<file path="config.mk">
export PLATFORM = sky130hd
export DESIGN_NAME = mem_access_arbiter_flat
export DESIGN_NICKNAME = d
export VERILOG_FILES = /design/src/rtl/mem_access_arbiter_if.sv /design/src/rtl/mem_access_arbiter.sv /design/src/flat_wrapper.sv
export SDC_FILE = /design/constraint.sdc
export NUM_CORES = 1
export LEC_CHECK = 0
export ABC_CLOCK_PERIOD_IN_PS = 12230
export CORE_UTILIZATION = 50
export CTS_CLUSTER_DIAMETER = 150
export CTS_CLUSTER_SIZE = 40
export DETAILED_ROUTE_END_ITERATION = 10
export PLACE_DENSITY = 0.84
export SLEW_MARGIN = 10
export SYNTH_ARGS = -nofsm -noshare
export SYNTH_HDL_FRONTEND = slang
export SYNTH_SLANG_ARGS = --single-unit
export TNS_END_PERCENT = 100
</file>
<file path="constraint.sdc">
create_clock -name SYS_clk -period 12.23 [get_ports SYS_clk]
set_input_delay 3.0575 -clock SYS_clk [delete_from_list [all_inputs] [get_ports SYS_clk]]
set_output_delay 3.0575 -clock SYS_clk [all_outputs]
set_load 0.05 [all_outputs]
</file>
<file path="src/rtl/mem_access_arbiter_if.sv">
// Bundle of the CPU and loader request ports plus the data-memory port.
// req/ack: a requester holds req (with stable attributes) until ack pulses for one cycle, then drops req.
interface mem_access_arbiter_if;
    logic        CPU_req;
    logic        CPU_we;
    logic [1:0]  CPU_length;
    logic        CPU_signed;
    logic [31:0] CPU_addr;
    logic [31:0] CPU_wdata;
    logic        CPU_ack;
    logic        CPU_err;
    logic [31:0] CPU_rdata;

    logic        LD_req;
    logic        LD_we;
    logic [1:0]  LD_length;
    logic        LD_signed;
    logic [31:0] LD_addr;
    logic [31:0] LD_wdata;
    logic        LD_ack;
    logic        LD_err;
    logic [31:0] LD_rdata;

    logic [1:0]  MEM_write_length;
    logic [1:0]  MEM_read_length;
    logic        MEM_read_signed;
    logic [31:0] MEM_write_address;
    logic [31:0] MEM_read_address;
    logic [31:0] MEM_write_data;
    logic [31:0] MEM_read_data;

    modport slave (
        input  CPU_req, CPU_we, CPU_length, CPU_signed, CPU_addr, CPU_wdata,
        output CPU_ack, CPU_err, CPU_rdata,
        input  LD_req, LD_we, LD_length, LD_signed, LD_addr, LD_wdata,
        output LD_ack, LD_err, LD_rdata,
        output MEM_write_length, MEM_read_length, MEM_read_signed,
        output MEM_write_address, MEM_read_address, MEM_write_data,
        input  MEM_read_data
    );

    modport master (
        output CPU_req, CPU_we, CPU_length, CPU_signed, CPU_addr, CPU_wdata,
        input  CPU_ack, CPU_err, CPU_rdata,
        output LD_req, LD_we, LD_length, LD_signed, LD_addr, LD_wdata,
        input  LD_ack, LD_err, LD_rdata,
        input  MEM_write_length, MEM_read_length, MEM_read_signed,
        input  MEM_write_address, MEM_read_address, MEM_write_data,
        output MEM_read_data
    );
endinterface

</file>
<file path="src/rtl/mem_access_arbiter.sv">
// Round-robin arbiter between the CPU pipeline and the loader for one data memory.
// Each access runs IDLE -> ACCESS -> RESP; misaligned or out-of-range requests are rejected.
module mem_access_arbiter #(
    parameter int MEM_BYTES = 100
) (
    input  logic                 SYS_clk,
    input  logic                 SYS_reset,
    mem_access_arbiter_if.slave  bus,
    output logic [1:0]           dbg_state
);
    typedef enum logic [1:0] {
        IDLE   = 2'd0,
        ACCESS = 2'd1,
        RESP   = 2'd2
    } state_t;

    state_t      state;
    state_t      state_nxt;
    logic        grant;
    logic        grant_ld;
    logic        last_ld;
    logic        lat_ld;
    logic        lat_we;
    logic        lat_signed;
    logic [1:0]  lat_len;
    logic [31:0] lat_addr;
    logic [31:0] lat_wdata;
    logic [31:0] cpu_rdata;
    logic [31:0] ld_rdata;
    logic [2:0]  size;
    logic [32:0] end_addr;
    logic        err;
    logic        active;

    always_comb begin
        grant     = 1'b0;
        grant_ld  = 1'b0;
        state_nxt = state;
        case (state)
            IDLE: begin
                if (bus.CPU_req || bus.LD_req) begin
                    grant     = 1'b1;
                    // On a tie the loader wins only if the CPU held the last grant.
                    grant_ld  = bus.LD_req && (!bus.CPU_req || !last_ld);
                    state_nxt = ACCESS;
                end
            end
            ACCESS:  state_nxt = RESP;
            RESP:    state_nxt = IDLE;
            default: state_nxt = IDLE;
        endcase
    end

    always_comb begin
        size = 3'd0;
        case (lat_len)
            2'b01:   size = 3'd1;
            2'b10:   size = 3'd2;
            2'b11:   size = 3'd4;
            default: size = 3'd0;
        endcase
        end_addr = {1'b0, lat_addr} + {30'd0, size} - 33'd1;
        err = (lat_len == 2'b00)
            || (lat_len == 2'b10 && lat_addr[0])
            || (lat_len == 2'b11 && lat_addr[1:0] != 2'b00)
            || (end_addr >= 33'(MEM_BYTES));
    end

    always_ff @(posedge SYS_clk) begin
        if (SYS_reset) begin
            state      <= IDLE;
            last_ld    <= 1'b1;
            lat_ld     <= 1'b0;
            lat_we     <= 1'b0;
            lat_signed <= 1'b0;
            lat_len    <= 2'b00;
            lat_addr   <= 32'd0;
            lat_wdata  <= 32'd0;
            cpu_rdata  <= 32'd0;
            ld_rdata   <= 32'd0;
        end else begin
            state <= state_nxt;
            if (grant) begin
                lat_ld     <= grant_ld;
                last_ld    <= grant_ld;
                lat_we     <= grant_ld ? bus.LD_we     : bus.CPU_we;
                lat_len    <= grant_ld ? bus.LD_length : bus.CPU_length;
                lat_signed <= grant_ld ? bus.LD_signed : bus.CPU_signed;
                lat_addr   <= grant_ld ? bus.LD_addr   : bus.CPU_addr;
                lat_wdata  <= grant_ld ? bus.LD_wdata  : bus.CPU_wdata;
            end
            // Rejected requests of either kind leave the port's rdata at zero.
            if (state == ACCESS && (!lat_we || err)) begin
                if (lat_ld) ld_rdata  <= err ? 32'd0 : bus.MEM_read_data;
                else        cpu_rdata <= err ? 32'd0 : bus.MEM_read_data;
            end
        end
    end

    // Reset gates the memory port so a store caught in ACCESS never lands.
    assign active = (state == ACCESS) && !err && !SYS_reset;

    always_comb begin
        bus.MEM_write_length  = (active && lat_we)  ? lat_len    : 2'b00;
        bus.MEM_write_address = (active && lat_we)  ? lat_addr   : 32'd0;
        bus.MEM_write_data    = (active && lat_we)  ? lat_wdata  : 32'd0;
        bus.MEM_read_length   = (active && !lat_we) ? lat_len    : 2'b00;
        bus.MEM_read_address  = (active && !lat_we) ? lat_addr   : 32'd0;
        bus.MEM_read_signed   = (active && !lat_we) ? lat_signed : 1'b0;
        bus.CPU_ack   = (state == RESP) && !lat_ld && !SYS_reset;
        bus.LD_ack    = (state == RESP) &&  lat_ld && !SYS_reset;
        bus.CPU_err   = bus.CPU_ack && err;
        bus.LD_err    = bus.LD_ack && err;
        bus.CPU_rdata = cpu_rdata;
        bus.LD_rdata  = ld_rdata;
    end

    assign dbg_state = state;
endmodule

</file>
<file path="src/flat_wrapper.sv">
// flat-port wrapper written by rule: the top's interface ports become plain ports
module mem_access_arbiter_flat 
#(
    parameter int MEM_BYTES = 100
)
  (SYS_clk, SYS_reset, dbg_state, bus_CPU_req, bus_CPU_we, bus_CPU_length, bus_CPU_signed, bus_CPU_addr, bus_CPU_wdata, bus_CPU_ack, bus_CPU_err, bus_CPU_rdata, bus_LD_req, bus_LD_we, bus_LD_length, bus_LD_signed, bus_LD_addr, bus_LD_wdata, bus_LD_ack, bus_LD_err, bus_LD_rdata, bus_MEM_write_length, bus_MEM_read_length, bus_MEM_read_signed, bus_MEM_write_address, bus_MEM_read_address, bus_MEM_write_data, bus_MEM_read_data);
  mem_access_arbiter_if bus_i ();
  input  logic SYS_clk;
  input  logic SYS_reset;
  output logic [1:0] dbg_state;
  input wire logic [$bits(bus_i.CPU_req)-1:0] bus_CPU_req;
  input wire logic [$bits(bus_i.CPU_we)-1:0] bus_CPU_we;
  input wire logic [$bits(bus_i.CPU_length)-1:0] bus_CPU_length;
  input wire logic [$bits(bus_i.CPU_signed)-1:0] bus_CPU_signed;
  input wire logic [$bits(bus_i.CPU_addr)-1:0] bus_CPU_addr;
  input wire logic [$bits(bus_i.CPU_wdata)-1:0] bus_CPU_wdata;
  output wire logic [$bits(bus_i.CPU_ack)-1:0] bus_CPU_ack;
  output wire logic [$bits(bus_i.CPU_err)-1:0] bus_CPU_err;
  output wire logic [$bits(bus_i.CPU_rdata)-1:0] bus_CPU_rdata;
  input wire logic [$bits(bus_i.LD_req)-1:0] bus_LD_req;
  input wire logic [$bits(bus_i.LD_we)-1:0] bus_LD_we;
  input wire logic [$bits(bus_i.LD_length)-1:0] bus_LD_length;
  input wire logic [$bits(bus_i.LD_signed)-1:0] bus_LD_signed;
  input wire logic [$bits(bus_i.LD_addr)-1:0] bus_LD_addr;
  input wire logic [$bits(bus_i.LD_wdata)-1:0] bus_LD_wdata;
  output wire logic [$bits(bus_i.LD_ack)-1:0] bus_LD_ack;
  output wire logic [$bits(bus_i.LD_err)-1:0] bus_LD_err;
  output wire logic [$bits(bus_i.LD_rdata)-1:0] bus_LD_rdata;
  output wire logic [$bits(bus_i.MEM_write_length)-1:0] bus_MEM_write_length;
  output wire logic [$bits(bus_i.MEM_read_length)-1:0] bus_MEM_read_length;
  output wire logic [$bits(bus_i.MEM_read_signed)-1:0] bus_MEM_read_signed;
  output wire logic [$bits(bus_i.MEM_write_address)-1:0] bus_MEM_write_address;
  output wire logic [$bits(bus_i.MEM_read_address)-1:0] bus_MEM_read_address;
  output wire logic [$bits(bus_i.MEM_write_data)-1:0] bus_MEM_write_data;
  input wire logic [$bits(bus_i.MEM_read_data)-1:0] bus_MEM_read_data;
  assign bus_i.CPU_req = bus_CPU_req;
  assign bus_i.CPU_we = bus_CPU_we;
  assign bus_i.CPU_length = bus_CPU_length;
  assign bus_i.CPU_signed = bus_CPU_signed;
  assign bus_i.CPU_addr = bus_CPU_addr;
  assign bus_i.CPU_wdata = bus_CPU_wdata;
  assign bus_CPU_ack = bus_i.CPU_ack;
  assign bus_CPU_err = bus_i.CPU_err;
  assign bus_CPU_rdata = bus_i.CPU_rdata;
  assign bus_i.LD_req = bus_LD_req;
  assign bus_i.LD_we = bus_LD_we;
  assign bus_i.LD_length = bus_LD_length;
  assign bus_i.LD_signed = bus_LD_signed;
  assign bus_i.LD_addr = bus_LD_addr;
  assign bus_i.LD_wdata = bus_LD_wdata;
  assign bus_LD_ack = bus_i.LD_ack;
  assign bus_LD_err = bus_i.LD_err;
  assign bus_LD_rdata = bus_i.LD_rdata;
  assign bus_MEM_write_length = bus_i.MEM_write_length;
  assign bus_MEM_read_length = bus_i.MEM_read_length;
  assign bus_MEM_read_signed = bus_i.MEM_read_signed;
  assign bus_MEM_write_address = bus_i.MEM_write_address;
  assign bus_MEM_read_address = bus_i.MEM_read_address;
  assign bus_MEM_write_data = bus_i.MEM_write_data;
  assign bus_i.MEM_read_data = bus_MEM_read_data;
  mem_access_arbiter #(.MEM_BYTES(MEM_BYTES)) u_core (.SYS_clk(SYS_clk), .SYS_reset(SYS_reset), .bus(bus_i), .dbg_state(dbg_state));
endmodule
</file>
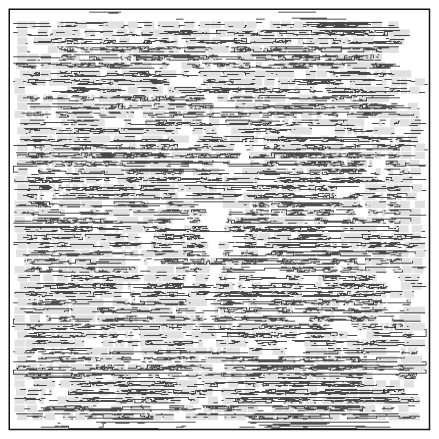
(met1 routing)
(3 px per um) Cells faint in the background.
The longest straight run is 52.4 um. The layer carries 15100 um of wire. 1594 nets have wire on it.

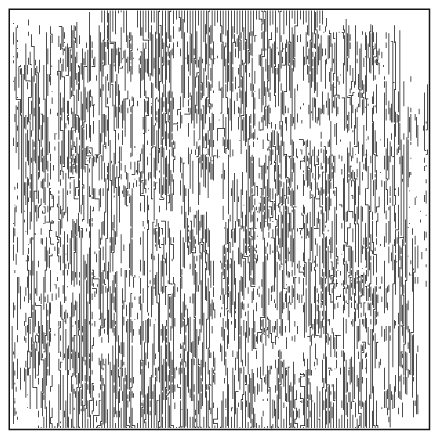
(M2 wires)
(3 px per um)
The layer carries 17300 um of wire. The longest straight run is 63.9 um. The wires run mostly vertical.

==> impl_metrics.tcl <==
# metrics dict for downstream scripts
set metrics [dict create \
    seq_share 0.204 \
    finalClockSkew_ps 9.68 \
    synthesis.nets 1514 \
    m1WireLength_um 15100 \
    hold_viol 0 \
    synth-main-ff-cell "dfxtp_1" \
    layout.nonclk_buf_frac 0.262 \
    route.met2.wl_um 17300 \
    cp-startpoint "u_core.lat_len[0]$_SDFFE_PP0P_" \
    netlist_area_um2 9470 \
    layout.cells.most_common_list "clkdlybuf4s50_1, a21oi_1, dfxtp_1, nand2_1, nor3_1" \
    cap_viol_max_count 0 \
    outcome "finished clean" \
    ys_seq_frac 0.288 \
    fmax_ghz 0.104 \
    finalMaxSlewViolations 0 \
    grt_max_degree 91 \
    most_common_cell "a21oi_1" \
    grt_pass1_vias 10571 \
    clock_path_buffers 2 \
    setup_slack_ps 2580 \
    r2r_setup_slack_ps 6550 \
    dieWidth_um 140 \
    warning_count 28 \
    top_area_frac 0.288 \
    cts_sinks 136 \
    routed_wl_um 36200 \
    holdBufCountCts 0 \
    numCtsBuffers 17 \
    nClkBuffers 18 \
    ioPinCount 343 \
    r2r-end "u_core.bus.CPU_rdata[6]$_SDFFE_PP0P_" \
    simple_gate_share 0.264 \
    grt_pass1_wl_um 57000 \
    nMultiInputCombCells 960 \
    hold_class "register to register" \
    p_sw_frac 0.389 \
    ys_sh_aoi 0.296 \
    pg_clk_w 0.000518 \
    power_leader "combinational logic" \
    inv_count 87 \
    p_switching_w 0.000610 \
    worst_pin_slew_ps 1200 \
    antenna_found_initial 0 \
    path_delay_family "buffers and inverters" \
    finalNonFillerCells 1797 \
    worstPathRequired_ps 9170 \
    end_kind "output pin" \
    critPathBufInv 4 \
]
